==> images/gate_families.png <==
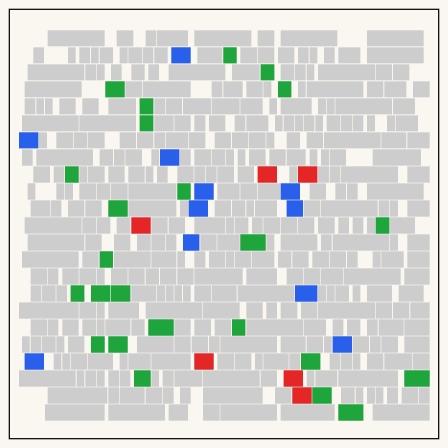
==> images/density.png <==
The die is cut into 7 by 7 equal tiles; white is low, dark blue is high, 0 to 100% covered.
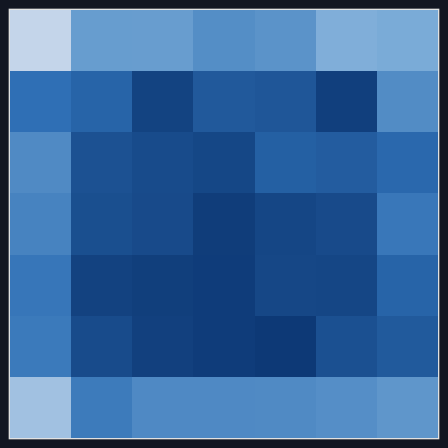
$ cat src/rtl/ecc_cmd_issuer_pkg.sv
// rtl/ecc_cmd_issuer_pkg.sv - ECC op codes and issuer state encodings
package ecc_cmd_issuer_pkg;

  // Operation codes shared with the ECC control unit
  typedef enum logic [1:0] {
    ECDH_SK    = 2'b00,
    ECDSA_SIGN = 2'b01,
    ECDSA_VERI = 2'b10,
    ECDH_PK    = 2'b11
  } ecc_op_e;

  localparam int ECC_OP_W = 2;

  // One-hot issuer states
  localparam logic [5:0] S_IDLE      = 6'b000001;
  localparam logic [5:0] S_ISSUE     = 6'b000010;
  localparam logic [5:0] S_WAIT_ACK  = 6'b000100;
  localparam logic [5:0] S_WAIT_DONE = 6'b001000;
  localparam logic [5:0] S_CLEAR     = 6'b010000;
  localparam logic [5:0] S_CLR_WAIT  = 6'b100000;

endpackage

$ cat src/rtl/ecc_cmd_issuer.sv
// rtl/ecc_cmd_issuer.sv - issues one ECC command to the core, with timeout and abort recovery
module ecc_cmd_issuer
  import ecc_cmd_issuer_pkg::*;
#(
  parameter int              TO_W   = 24,
  parameter logic [TO_W-1:0] TO_MAX = 24'hFFFFFF
) (
  input  logic                clk,
  input  logic                rst_n,
  input  logic                cmd_valid,
  input  logic [ECC_OP_W-1:0] cmd_op,
  input  logic                cmd_abort,
  output logic                cmd_ready,
  output logic                busy,
  output logic                done,
  output logic [ECC_OP_W-1:0] done_op,
  output logic                err_to,
  output logic                err_abort,
  input  logic                sts_clr,
  output logic [ECC_OP_W-1:0] ecc_op,
  output logic                ecc_en,
  output logic                ecc_clr,
  input  logic                ecc_rdy
);

  logic [5:0]          r_state;
  logic [5:0]          w_state_nxt;
  logic [ECC_OP_W-1:0] r_op_q;
  logic [TO_W-1:0]     r_cnt;
  logic [TO_W-1:0]     w_cnt_nxt;
  logic                r_done;
  logic [ECC_OP_W-1:0] r_done_op;
  logic                r_err_to;
  logic                r_err_abort;
  logic                w_idle;
  logic                w_active;
  logic                w_to;
  logic                w_ab;
  logic                w_kill;
  logic                w_accept;
  logic                w_done_ev;

  assign w_idle    = (r_state == S_IDLE);
  assign w_active  = (r_state == S_ISSUE) || (r_state == S_WAIT_ACK) || (r_state == S_WAIT_DONE);
  assign w_accept  = w_idle && cmd_valid;
  assign w_cnt_nxt = (r_cnt == {TO_W{1'b1}}) ? r_cnt : r_cnt + {{(TO_W-1){1'b0}}, 1'b1};
  // Timeout fires on the cycle whose count would reach TO_MAX
  assign w_to      = w_active && (w_cnt_nxt == TO_MAX);
  // Abort is only meaningful while a command is in flight
  assign w_ab      = w_active && cmd_abort;
  assign w_kill    = w_to || w_ab;
  // A kill in the same cycle as the core finishing suppresses done
  assign w_done_ev = (r_state == S_WAIT_DONE) && ecc_rdy && !w_kill;

  // Next-state selection; timeout/abort overrides every normal transition
  always_comb begin
    w_state_nxt = r_state;
    case (r_state)
      S_IDLE:      if (cmd_valid) w_state_nxt = S_ISSUE;
      S_ISSUE:     if (ecc_rdy)   w_state_nxt = S_WAIT_ACK;
      S_WAIT_ACK:  if (!ecc_rdy)  w_state_nxt = S_WAIT_DONE;
      S_WAIT_DONE: if (ecc_rdy)   w_state_nxt = S_IDLE;
      S_CLEAR:                    w_state_nxt = S_CLR_WAIT;
      S_CLR_WAIT:  if (ecc_rdy)   w_state_nxt = S_IDLE;
      default:                    w_state_nxt = S_IDLE;
    endcase
    if (w_kill) w_state_nxt = S_CLEAR;
  end

  // State register
  always_ff @(posedge clk or negedge rst_n) begin
    if (!rst_n) r_state <= S_IDLE;
    else        r_state <= w_state_nxt;
  end

  // Latch op on acceptance; timeout counter restarts per command and saturates
  always_ff @(posedge clk or negedge rst_n) begin
    if (!rst_n) begin
      r_op_q <= '0;
      r_cnt  <= '0;
    end else if (w_accept) begin
      r_op_q <= cmd_op;
      r_cnt  <= '0;
    end else if (w_active) begin
      r_cnt  <= w_cnt_nxt;
    end
  end

  // Completion pulse and the op of the last completed or cleared command
  always_ff @(posedge clk or negedge rst_n) begin
    if (!rst_n) begin
      r_done    <= 1'b0;
      r_done_op <= '0;
    end else begin
      r_done <= w_done_ev;
      if (w_done_ev || w_kill) r_done_op <= r_op_q;
    end
  end

  // Sticky error flags; a new set event beats sts_clr
  always_ff @(posedge clk or negedge rst_n) begin
    if (!rst_n) begin
      r_err_to    <= 1'b0;
      r_err_abort <= 1'b0;
    end else begin
      if (w_to)         r_err_to    <= 1'b1;
      else if (sts_clr) r_err_to    <= 1'b0;
      if (w_ab)         r_err_abort <= 1'b1;
      else if (sts_clr) r_err_abort <= 1'b0;
    end
  end

  assign cmd_ready = w_idle;
  assign busy      = !w_idle;
  assign done      = r_done;
  assign done_op   = r_done_op;
  assign err_to    = r_err_to;
  assign err_abort = r_err_abort;
  assign ecc_op    = w_idle ? ECDH_SK : r_op_q;
  assign ecc_en    = (r_state == S_ISSUE) && ecc_rdy && !w_kill;
  assign ecc_clr   = (r_state == S_CLEAR);

endmodule

$ cat config.mk
export PLATFORM = sky130hd
export DESIGN_NAME = ecc_cmd_issuer
export DESIGN_NICKNAME = d
export VERILOG_FILES = /design/src/rtl/ecc_cmd_issuer_pkg.sv /design/src/rtl/ecc_cmd_issuer.sv
export SDC_FILE = /design/constraint.sdc
export NUM_CORES = 1
export LEC_CHECK = 0
export CAP_MARGIN = 20
export CORE_UTILIZATION = 57
export DETAILED_ROUTE_END_ITERATION = 10
export PLACE_DENSITY = 0.78
export SETUP_SLACK_MARGIN = 0.5
export SYNTH_ARGS = -nofsm -noshare
export SYNTH_HDL_FRONTEND = slang
export SYNTH_SLANG_ARGS = --single-unit
$ cat constraint.sdc
create_clock -name clk -period 3.2 [get_ports clk]
set_input_delay 0.64 -clock clk [delete_from_list [all_inputs] [get_ports clk]]
set_output_delay 0.64 -clock clk [all_outputs]
set_load 0.02 [all_outputs]
==> run summary <==
Implementation numbers.

- The run finished, with violations left.
- The checks that failed: setup timing.
- The clock-pin slew reported for the worst setup and hold paths after clock tree synthesis is around 0.07 ns.
- The routed design has approximately 8700 µm of wire.
- The final timing summary puts the cycle share of the worst path at 104%.
- The cell area after placement is roughly 3300 µm².
- For this design, the sink count on the clock tree is 37.
- Relative to the synthesized area, the layout overhead comes to 44.3%.
- Setup repair after global routing could not meet its margin everywhere.
- The maximum fanout encountered on the critical timing path reads 4.
- The post-synth tally of flip-flops with integrated enable is 0.
- The count of synthesis-stage warnings from yosys is 0.
- The cell occurring most often along the worst timing path reads buf_4.
- The critical path buffer and inverter count reads 3.
- The number of distinct standard cells referenced by the synthesized netlist is 59.
- The area share of the largest cell type after synthesis reads 35.8%.
- The H-tree was split into 2 levels.
- The routed wirelength normalized by instance count reads 19.3 µm.
- The total number of vias is approximately 3000.
- The run reported a max-capacitance violation count of 0.
- The cell class contributing the biggest share of worst-path delay is simple AND/OR/NAND/NOR gates.
- The number of I/O port buffers reads 18.
- The clock tree from TritonCTS reads yes.
- The final number of max-transition violations reads 0.
- The number of placed cells counting well taps is about 430.
- The OpenROAD warning count is 29.
- Entering global routing, the biggest net connects 38 pins.
- Setup total negative slack on the finished layout was measured at -0.143 ns.
- The post-route cell area reads between 3000 and 4000 µm².
- In this run, CTS created clock tree buffers numbering 5.
- The average cell area after synthesis is just over 8 µm².
- Among all flip-flop cells after synthesis, the most frequent one is dfrtp_1.
- The start point of the critical path reads r_cnt[11]$_DFFE_PN0P_.
- The part of the Yosys area used for sequential elements is a little under two fifths.
- The worst reg2reg path startpoint reads r_cnt[0]$_DFFE_PN0P_.
- The number of antenna violations at the first check in global routing was 0.
- The floorplan net count is 312.
- In the final layout, the multi-input gates occupy approximately 1700 µm².
- The fraction of registers with async set/reset reads 100%.
- The number of standard-cell rows in the floorplan is 23.
- The relative slew slack is 44.1%.
- The critical path arrival is ~2.7 ns.
- At the worst endpoint, the required time is ~2.6 ns.
- The post-route worst hold slack is 0.437 ns.
- Per the post-route antenna check, the number of violating nets is 0.
- After synthesis, the cell types taking the most area are dfrtp_1 36%, o21ai_0 5.8%, nand2_1 5.2%, nor2_1 3.9%, nand3_1 3.0%.
- The class of the most critical setup path reads reg -> out.
- Total global-route track usage over all layers is 36.8%.
- For this design the top-level I/O count stands at 19.
- The cell area after synthesis is approximately 2500 µm².
- The floorplan step set the die height to approximately 70 µm.
- The achievable frequency reads about 0.3 GHz.
- The synthesized netlist cell count reads between 300 and 400.
- The type of the most critical hold path reads in -> async.
- The actual transition at the worst max-transition pin reads roughly 0.84 ns.
- Before CTS, the worst setup slack after placement is -0.201 ns.
- The sort of element at the start of the critical path reads a flop.
- The clock latency reported for the late side of the worst-skew pair reads 0.30 ns.
- The post-route clock skew reads between 0.008 and 0.009 ns.
- The power density of the placed cells is 518 nW/µm².
- The share of final-layout standard cells stronger than drive strength 1 reads around 36%.
- The leakage component of the power was reported as about 1.6 nW.
- The total cells reported by yosys after synthesis reads roughly 300.
- The register bit count reported by yosys reads 37.
- The largest buffer count on any clock path is 2.
- The slack of the critical path reads -0.143 ns.
- Cells fill between 80% and 90% of the core in the end.
- The via count of the first global-routing pass is between 2000 and 3000.
- IR analysis of the VDD net gives a maximum drop of around 420 µV.
- The die area is between 4000 and 5000 µm².
- The DRC violation count after routing reads 0.
- Routability-driven placement finished with a final weighted congestion of approximately 1.0.
- The final critical path time including I/O delays and setup reads about 3.3 ns.
- The master cell of the clock root buffer reads clkbuf_8.
- The final-report setup violation count reads 1.
- Listed in order, past its start point the critical path passes inv_1 -> nor4_4 -> buf_4 -> a21o_1 -> nand3_2 -> or4_4 -> o21ai_4 -> nor4b_4 -> buf_4.
- The final layout net count reads just over 400.
- Sorting the Yosys area breakdown by cell type puts at the top dfrtp_1.
- The design draws 1.88 mW.
- The wire length of the first global-routing pass reads 12400 µm.
- The first-iteration detailed-routing DRC count reads 295.
- The estimated wirelength of the detail-placed design is 5540 µm.
- Summing all flip-flop and latch instances after layout gives 932 µm².
- The stage delay of the slowest cell on the critical path is 0.55 ns.
- The number of optimization iterations in the first detailed-route pass reads 7.
- The slowest stage of the critical path is the or4_4 cell.
- The count of filler cells inserted in the layout reads about 210.
- The average via count per standard cell reads 6.69.
- The number of antenna repair diodes is 0.
- The hold-fix buffer count after cts is 0.
- STA classifies the critical path endpoint as a primary output.
- Hold-check failures listed in the final report amount to 0.
- The global route stage reports its total congestion overflow as 0.
- After synthesis, the chip area reported by Yosys is roughly 2500 µm².
- The die outline width reads 68.5 µm.
Back to the opening pictures, gate_families.png:
Red shows XOR/XNOR gates, cells 6, most used xnor2_1. Blue shows AND-OR and OR-AND gates, cells 11. Green shows AND and OR gates, cells 24, most used and3_1.
number of standard cells in the final layout excluding fillers: 448
Commonest Layout Cell: buf_4
share of the final layout cell area in multi-input gates: 45.6%

Back to the opening pictures, density.png:
The densest ninth of the die: middle. The mean over all tiles is 76%. The fullest tile reaches 96%. 57% of the tiles are over 75% full.
Core Area: 4120 µm²
Init Core Util: 61.2%

-- sequential cells by signal (all words and copies together) (netlist names) --
register / count
err_to: 1
done: 1
r_cnt: 24
r_state: 6
err_abort: 1
r_op_q: 2
done_op: 2
-- where the power goes --
group | switching, mW | leakage [nW] | internal (mW) | total, mW
sequential | 0.0543 | 0.498 | 0.539 | 0.594
clock | 0.167 | 0.0450 | 0.151 | 0.317
combinational | 0.566 | 1.04 | 0.404 | 0.970
-- kinds of logic after synthesis --
kind of cell,Yosys count,share of synthesized area [%]
AOI/OAI and AO/OA,87,22.3
buffers and inverters,27,4.82
and+or+nand+nor,139,31.1
xor gates and xnor gates,6,2.09
DFF,37,36.8
adders and majority gates,1,0.497
muxes,6,2.44
-- final timing paths --
path / slack (ns) / to / cells after the start
worst max-delay path: -0.14 / ecc_en / 9
worst min-delay path: 0.44 / r_state[5]$_DFFE_PN0P_ / 1
worst max register to register: 0.56 / r_cnt[23]$_DFFE_PN0P_ / 11
worst min register to register: 0.53 / err_abort$_DFFE_PN0P_ / 2
max in group asynchronous: 2.17 / r_cnt[3]$_DFFE_PN0P_ / 1
min in group clk: 0.53 / err_abort$_DFFE_PN0P_ / 2
-- cells in the mapped netlist, types with 2 or more instances --
cell type	instances
a211o_1	2
a211oi_1	7
a21o_1	2
a21oi_1	11
a22o_1	2
a31oi_1	8
and2_1	5
and3_1	6
and3b_1	2
and4_1	3
buf_2	10
buf_4	2
clkbuf_1	6
dfrtp_1	36
inv_1	9
mux2i_1	5
nand2_1	35
nand3_1	15
nand3b_1	2
nand4_1	10
nand4_2	2
nor2_1	26
nor3_1	5
nor3b_1	2
nor4_1	9
nor4bb_1	3
o211ai_1	2
o21ai_0	29
o21ai_1	2
o21bai_1	2
o22ai_1	4
o31a_1	2
o31ai_1	5
o41ai_1	2
or3_1	2
xnor2_1	4
xor2_1	2
-- metal layers --
| layer | global-route usage [%] | routed length, µm | part of all wire [%] | vias to the layer above |
|---|---|---|---|---|
| met5 | 0 | 0 | 0 | - |
| met4 | 13.8 | 326 | 3.8 | 0 |
| met3 | 6.67 | 804 | 9.3 | 51 |
| met2 | 63.2 | 4140 | 48 | 194 |
| met1 | 45.3 | 3390 | 39 | 1419 |
| li1 | - | - | - | 1333 |
-- cells in the final DEF (no fill, tap or decap), types with 3 or more instances in the layout --
master and count:
nor3_1 3, nor2_1 23, nand4_1 10, nor4_1 6, o21ai_0 26, nand2_1 34
dfrtp_1 32, a21oi_1 11, buf_4 79, a31oi_1 7, nand3_1 14, a211oi_1 6
o22ai_1 3, dfrtp_2 4, and3_1 5, and4_1 3, nor4_4 3, clkbuf_8 5
buf_6 12, o21ai_1 4, inv_1 8, clkdlybuf4s50_1 11, mux2i_1 5, and2_1 4
xnor2_1 4, o31ai_1 5
-- area by class of cell --
type / count / area share (%)
Sequential cell: 37 / 25.7
Inverter: 9 / 1.14
Tap cell: 50 / 1.72
Timing Repair Buffer: 105 / 23.6
Clock inverter: 2 / 0.276
Multi-Input combinational cell: 239 / 45.6
Clock buffer: 6 / 2.00
-- timing repair --
item / in CTS / in global routing
pin swaps: 3 / 13
buffers inserted: 7 / 3
endpoints found under the setup margin: 8 / 15
resized: 44 / 32
Power is estimated from default activity; no workload was simulated.
